==> config.mk <==
export PLATFORM = sky130hd
export DESIGN_NAME = coherence_bus_ctrl
export DESIGN_NICKNAME = d
export VERILOG_FILES = /design/src/rtl/coherence_bus_ctrl.sv
export SDC_FILE = /design/constraint.sdc
export NUM_CORES = 1
export LEC_CHECK = 0
export CAP_MARGIN = 5
export CORE_AREA = 2 2 199 201
export DETAILED_ROUTE_END_ITERATION = 6
export DIE_AREA = 0 0 201 203
export GPL_TIMING_DRIVEN = 1
export PLACE_DENSITY = 0.42
export SYNTH_ARGS = -nofsm -noshare
export SYNTH_HDL_FRONTEND = slang
export SYNTH_SLANG_ARGS = --single-unit
==> constraint.sdc <==
create_clock -name CLK -period 4.2 [get_ports CLK]
set_clock_uncertainty 0.2 [all_clocks]
set_input_delay 1.26 -clock CLK [delete_from_list [all_inputs] [get_ports CLK]]
set_output_delay 1.26 -clock CLK [all_outputs]
set_load 0.1 [all_outputs]
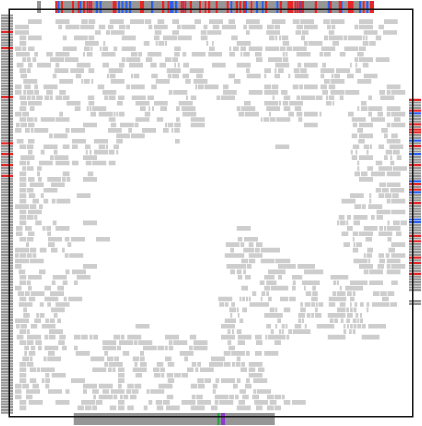
**Above:** I/O pins on the die edge.
Drawn at 2 px/µm. Pins as bars across the die edge, other pins in grey.
colour	port	pins	direction	edge
purple	iREN	2	input	bottom
green	ramREN	1	output	bottom
red	dload	64	output	42 top, 15 right, 7 left
blue	ramload	32	input	25 top, 7 right
all pins by edge	175 top, 147 left, 109 bottom, 73 right
Die Ht: 203 µm
Horiz. Die Dim: 201 µm
number of buffers added on ports: 503

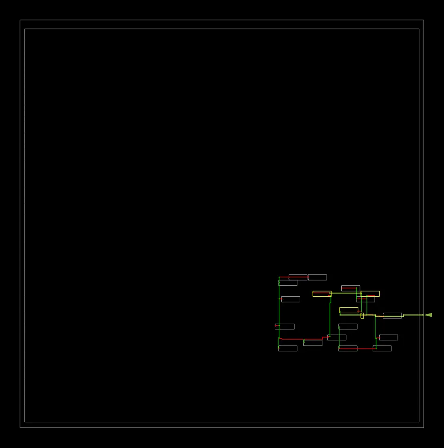
**Above:** clock wiring as the flow saved it.
# clock sinks: 15
Seq Cell Count: 15
clk ins delay skew pair: 250 ps
total CTS buffers: 3

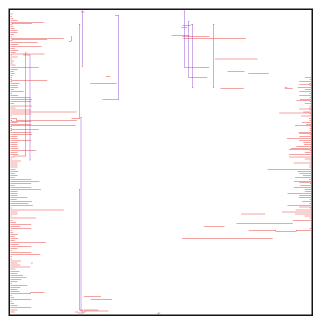
**Above:** wiring by layer.
Drawn at 1.5 px/µm. Only two layers are drawn.
colour	layer	wire length
red	metal 3	2210 µm
purple	metal 4	663 µm
GRT Resource Usage Total: 15.2%
DR WL/cell: 20.8 µm

==> results_slide.txt <==
Implementation Results

Outcome
  – Status: finished clean

Global route
  – Initial antenna violation count: 1
  – Global route overflow: 0
  – First-pass GRT wire length: 46900 µm
  – Number of global-route vias before repair: 6562
  – Met2 Track Usage GR: 28.2%

Final timing
  – Max Clk Rate: 251 MHz
  – Post-route setup TNS: 0 ps
  – Final min period: 3980 ps
  – Setup violators final: 0
  – Max-slew violation count: 0

Cells and area
  – Fillers: 3978
  – Leading cell category by total area: non-clock buffers
  – Logic area: 3500 µm²
  – Synthesis-to-layout area growth: 222%
  – Clock buf/inv share: 0.628%
  – Layout cells sized above 1: 33.6%
  – NonClk Buf Share: 63.1%
  – Top Layout Cells: 272 x buf_12, 237 x clkdlybuf4s50_1, 130 x and2_1
  – N_diodes: 2

Clock tree
  – CTS H-Tree Depth: 1
  – CTS tree: done
  – Post-CTS setup buffer count: 0
  – Root buffer cell: clkbuf_16

Synth
  – AO/OA Area Share: 36.3%
  – Cell taking the most area after synthesis: and2_1
  – Adder share: 0.641%
  – Chip area in the Yosys report: 3900 µm²
  – Syn_area_per_cell: 6.80 µm²
  – Post-synth top area share: 20.8%
  – Total number of yosys warnings: 0

Floorplanning
  – Rows: 72
  – Core Area: 38500 µm²
  – Init Core Util: 10.1%

Setup path
  – CP top delay family: buffers and inverters
  – CP Buf/Inv Count: 2
  – Stages on the worst setup path: 5
  – Worst Path Required: 2740 ps

Detailed routing
  – DRC: 0
  – Detailed-route via count: 6357
  – Pre-Repair DR Iteration Count: 5
  – Vias per Instance: 4.05
## kinds of logic (layout without fill, tap and decap cells)
kind of cell / Yosys count / after routing
xor gates and xnor gates: 2 / 2
adders and majority gates: 2 / 2
buffers and inverters: 61 / 535
AOI/OAI and AO/OA: 199 / 199
other: 0 / 2
muxes: 38 / 38
DFF: 15 / 15
and+or+nand+nor: 257 / 257
## metrics by stage
step	instances	hold slack, ps	utilization (%)	setup WS, ps
finish	1568	282	32.7	222
global route	1566	315	32.6	152
CTS	1566	287	32.6	106
detailed placement	1562	280	32.4	212
global placement	1562	265	32.4	196
floorplan	574	246	-	56.7
